File: src/rtl/seg7_scan_if.sv
// Display-side bundle between the GPIO 7-seg register (master) and the
// scan driver (slave).
interface seg7_scan_if;
    // No valid/ready pair: disp_num/point/le are level signals that the
    // driver samples once per frame at LOAD; an/seg/frame_done are
    // continuously driven registered outputs.
    logic [31:0] disp_num;
    logic [7:0]  point;
    logic [7:0]  le;
    logic [7:0]  an;
    logic [7:0]  seg;
    logic        frame_done;

    modport master (output disp_num, point, le, input an, seg, frame_done);
    modport slave  (input disp_num, point, le, output an, seg, frame_done);
endinterface

File: src/rtl/seg7_scan_driver.sv
// Time-multiplexed 8-digit 7-segment scan driver with per-slot blanking.
// Optional leading-zero blanking is enabled by defining SEG7_LZB_EN.
module seg7_scan_driver #(
    parameter int SCAN_DIV  = 50000,
    parameter int BLANK_CYC = 500
) (
    input  logic        clk,
    input  logic        rst,
    seg7_scan_if.slave  bus,
    output logic [1:0]  dbg_state
);

    localparam int CW = (SCAN_DIV > 1) ? $clog2(SCAN_DIV) : 1;
    localparam logic [CW-1:0] SLOT_LAST  = CW'(SCAN_DIV - 1);
    localparam logic [CW-1:0] BLANK_LAST = CW'(BLANK_CYC - 1);

    typedef enum logic [1:0] {
        LOAD  = 2'd0,
        BLANK = 2'd1,
        SHOW  = 2'd2
    } state_t;

    state_t        state;
    logic [CW-1:0] cnt;
    logic [2:0]    digit;
    logic [31:0]   snapshot;
    logic [7:0]    point_q;
    logic [7:0]    le_q;
    logic [7:0]    dark_q;
    logic [7:0]    an_q;
    logic [7:0]    seg_q;
    logic          frame_done_q;
    logic [3:0]    nib;
    logic          lit;

    function automatic logic [6:0] dec(input logic [3:0] n);
        case (n)
            4'h0: dec = 7'h40;
            4'h1: dec = 7'h79;
            4'h2: dec = 7'h24;
            4'h3: dec = 7'h30;
            4'h4: dec = 7'h19;
            4'h5: dec = 7'h12;
            4'h6: dec = 7'h02;
            4'h7: dec = 7'h78;
            4'h8: dec = 7'h00;
            4'h9: dec = 7'h10;
            4'hA: dec = 7'h08;
            4'hB: dec = 7'h03;
            4'hC: dec = 7'h46;
            4'hD: dec = 7'h21;
            4'hE: dec = 7'h06;
            default: dec = 7'h0E;
        endcase
    endfunction

`ifdef SEG7_LZB_EN
    // dark[d] marks a leading zero: nibbles d..7 all zero; digit 0 never dark.
    logic [7:0] lz_mask;
    always_comb begin
        lz_mask = 8'h00;
        for (int d = 1; d < 8; d++) begin
            lz_mask[d] = ((bus.disp_num >> (4 * d)) == 32'd0);
        end
    end
`else
    assign dark_q = 8'h00;
`endif

    assign nib = snapshot[{digit, 2'b00} +: 4];
    assign lit = le_q[digit] & ~dark_q[digit];

    always_ff @(posedge clk) begin
        if (rst) begin
            state        <= LOAD;
            cnt          <= '0;
            digit        <= 3'd0;
            snapshot     <= 32'd0;
            point_q      <= 8'h00;
            le_q         <= 8'h00;
`ifdef SEG7_LZB_EN
            dark_q       <= 8'h00;
`endif
            an_q         <= 8'hFF;
            seg_q        <= 8'hFF;
            frame_done_q <= 1'b0;
        end else begin
            frame_done_q <= 1'b0;
            // an and seg switch on the same edge, so no stale pattern is shown.
            if (state == SHOW && lit) begin
                an_q  <= ~(8'h01 << digit);
                seg_q <= {~point_q[digit], dec(nib)};
            end else begin
                an_q  <= 8'hFF;
                seg_q <= 8'hFF;
            end

            case (state)
                LOAD: begin
                    snapshot <= bus.disp_num;
                    point_q  <= bus.point;
                    le_q     <= bus.le;
`ifdef SEG7_LZB_EN
                    dark_q   <= lz_mask;
`endif
                    digit    <= 3'd0;
                    cnt      <= '0;
                    state    <= BLANK;
                end
                BLANK: begin
                    cnt <= cnt + CW'(1);
                    if (cnt == BLANK_LAST) state <= SHOW;
                end
                SHOW: begin
                    if (cnt == SLOT_LAST) begin
                        cnt <= '0;
                        if (digit == 3'd7) begin
                            state        <= LOAD;
                            frame_done_q <= 1'b1;
                        end else begin
                            digit <= digit + 3'd1;
                            state <= BLANK;
                        end
                    end else begin
                        cnt <= cnt + CW'(1);
                    end
                end
                default: state <= LOAD;
            endcase
        end
    end

    assign bus.an         = an_q;
    assign bus.seg        = seg_q;
    assign bus.frame_done = frame_done_q;
    assign dbg_state      = state;

endmodule

File: src/flat_wrapper.sv
// flat-port wrapper written by rule: the top's interface ports become plain ports
module seg7_scan_driver_flat 
#(
    parameter int SCAN_DIV  = 50000,
    parameter int BLANK_CYC = 500
)
  (clk, rst, dbg_state, bus_disp_num, bus_point, bus_le, bus_an, bus_seg, bus_frame_done);
  seg7_scan_if bus_i ();
  input  logic clk;
  input  logic rst;
  output logic [1:0] dbg_state;
  input wire logic [$bits(bus_i.disp_num)-1:0] bus_disp_num;
  input wire logic [$bits(bus_i.point)-1:0] bus_point;
  input wire logic [$bits(bus_i.le)-1:0] bus_le;
  output wire logic [$bits(bus_i.an)-1:0] bus_an;
  output wire logic [$bits(bus_i.seg)-1:0] bus_seg;
  output wire logic [$bits(bus_i.frame_done)-1:0] bus_frame_done;
  assign bus_i.disp_num = bus_disp_num;
  assign bus_i.point = bus_point;
  assign bus_i.le = bus_le;
  assign bus_an = bus_i.an;
  assign bus_seg = bus_i.seg;
  assign bus_frame_done = bus_i.frame_done;
  seg7_scan_driver #(.SCAN_DIV(SCAN_DIV), .BLANK_CYC(BLANK_CYC)) u_core (.clk(clk), .rst(rst), .bus(bus_i), .dbg_state(dbg_state));
endmodule
File: config.mk
export PLATFORM = sky130hd
export DESIGN_NAME = seg7_scan_driver_flat
export DESIGN_NICKNAME = d
export VERILOG_FILES = /design/src/rtl/seg7_scan_if.sv /design/src/rtl/seg7_scan_driver.sv /design/src/flat_wrapper.sv
export SDC_FILE = /design/constraint.sdc
export NUM_CORES = 1
export LEC_CHECK = 0
export CORE_UTILIZATION = 47
export CTS_CLUSTER_SIZE = 14
export DETAILED_ROUTE_END_ITERATION = 12
export PLACE_DENSITY_LB_ADDON = 0.25
export SLEW_MARGIN = 5
export SYNTH_ARGS = -nofsm -noshare
export SYNTH_HDL_FRONTEND = slang
export SYNTH_SLANG_ARGS = --single-unit
File: constraint.sdc
create_clock -name clk -period 2.3 [get_ports clk]
set_input_delay 0.46 -clock clk [delete_from_list [all_inputs] [get_ports clk]]
set_output_delay 0.46 -clock clk [all_outputs]
set_load 0.01 [all_outputs]
==> impl_metrics.toml <==
# physical design summary
[sta]
hold_viol = 0
finalClockPeriodUsage_pct = 93.2
fin_setup_tns_ns = 0
hold_ws_ns = 0.495
min_period_ns = 2.14
fmax_ghz = 0.467
slew_violations = 0

[finish]
final_cells = 562
comb_share_pct = 41.6
buf_share_pct = 15.7
flop_area_um2 = 1720
largest_class = "combinational gates"
nonClockInverterCount = 14
num_antenna_cells = 0
postLayoutCellArea_um2 = 4900
layout.non_clock_buffers = 79
clock_cell_area_share_pct = 3.83

[critical_path]
cp_data_arrival_time_ns = 2.40
critPathLaunch = "u_core.digit[0]"
reg2reg_slack_ns = 0.16
cp_num_buf_inv = 1
rr_endpoint = "u_core.bus.seg[3]"
crit_family = "multiplexers"

[cts]
cts_resized = 0
clkTransAtPathRegs_ns = 0.08
clkSinkCount = 86
clk_latency_ns = 0.36
cts_tree = "done"

[global_route]
track_usage_pct = 21.0
grt_max_degree = 49
grt-ovfl-total = 0
grt_pass1_wl_mm = 14.0

[place]
pre_cts_slack_ns = 0.0465
detailed_place_hpwl_mm = 6.20
dpl.cell_count = 546
gp_congestion = 0.922

[yosys]
synth.logic.top_family = "multiplexers"
synth.cellmix.compoundShare_pct = 4.66
edf_count = 0
top_cell = "dfxtp_1"
yosysUniqueCellTypes = 45
synth.avg_cell_area_um2 = 10.1
netlist_area_um2 = 3890
yosysWarnings = 0
xor_share_pct = 2.70
fp_nets = 452
synthTopCellsByArea = "dfxtp_1 (44%), mux2i_1 (14%), mux4_2 (6.9%)"

[min_path]
holdPathEnd = "u_core.le_q[2]"
hold_start = "u_core.le_q[2]"

[die]
io_pins = 69
chipArea_um2 = 8650
rows = 32

[detailed_routing]
vias_per_cell = 5.23
drt_iter0_drc = 93
dr.pass1.iters = 4
drtAntennaViolNets = 0
met3_length_um = 463
remaining_drc_errors = 0

[pwr]
vdd_ir_drop_max_v = 0.000428

[outcome]
status = "completed"
==> registers in the layout (all words and copies together) (netlist names) <==
register and flops:
u_core.digit 3, u_core.bus.an 8, u_core.bus.frame_done 1, u_core.bus.seg 8, u_core.point_q 8, u_core.cnt 16, u_core.le_q 8, u_core.dbg_state 2
u_core.snapshot 32
==> layout by cell type (no fill, tap or decap), types with 4 or more instances in the layout <==
cell type         n
dfxtp_1          84
clkdlybuf4s50_1  67
nor2_1           66
mux2i_1          55
nand2_1          26
ha_1             17
inv_1            14
mux4_2           12
clkbuf_8         12
nand3_1          10
xor2_1           10
buf_4            10
a21oi_1           7
nand2b_1          4
o21ai_0           4
and3_1            4
==> power breakdown <==
part	total (µW)	internal, µW	switching [µW]
clock network	997	482	514
logic	454	254	200
registers	1620	1570	53.8
total	3070	2300	769
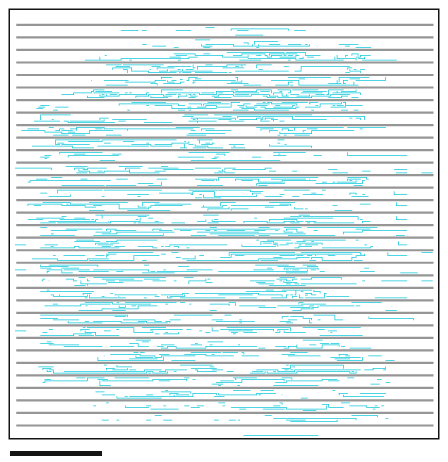
Fig. 1. Metal 1.
Bar = 20 µm. Supply wires on this layer in gray.
wire length on this layer: 4080 µm
share of all routed wire: 49%
main direction: horizontal
met1 usage: 29.1%
DRT Wirelength: 8.28 mm
via count: 2942

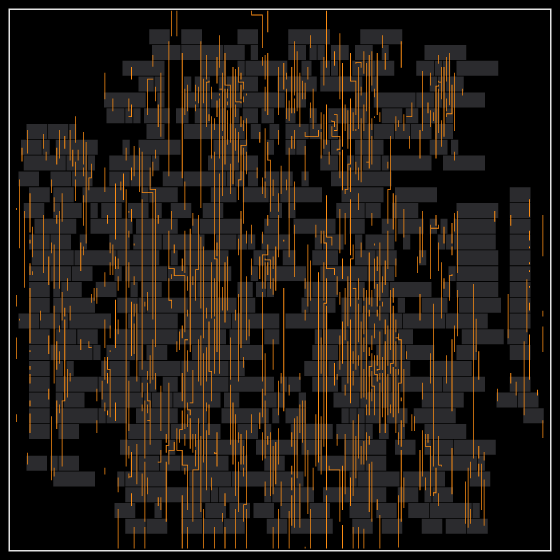
Fig. 2. M2 wires.
share of all routed wire: 44%
nets with wire on the layer: 407
wire length on this layer: 3610 µm

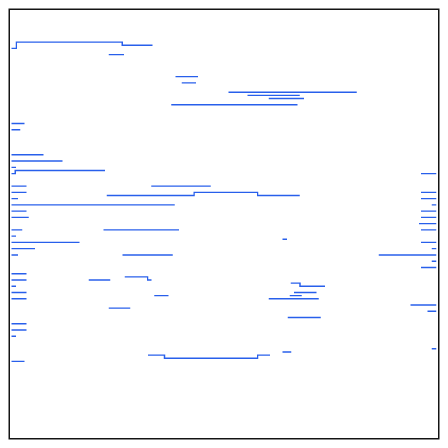
Fig. 3. The metal 3 layer.
main direction: horizontal
share of all routed wire: 5.6%
longest straight run: 35.2 µm
met3 usage: 5.77%

Power figures rest on the tool's default switching activity, not on a simulated workload.
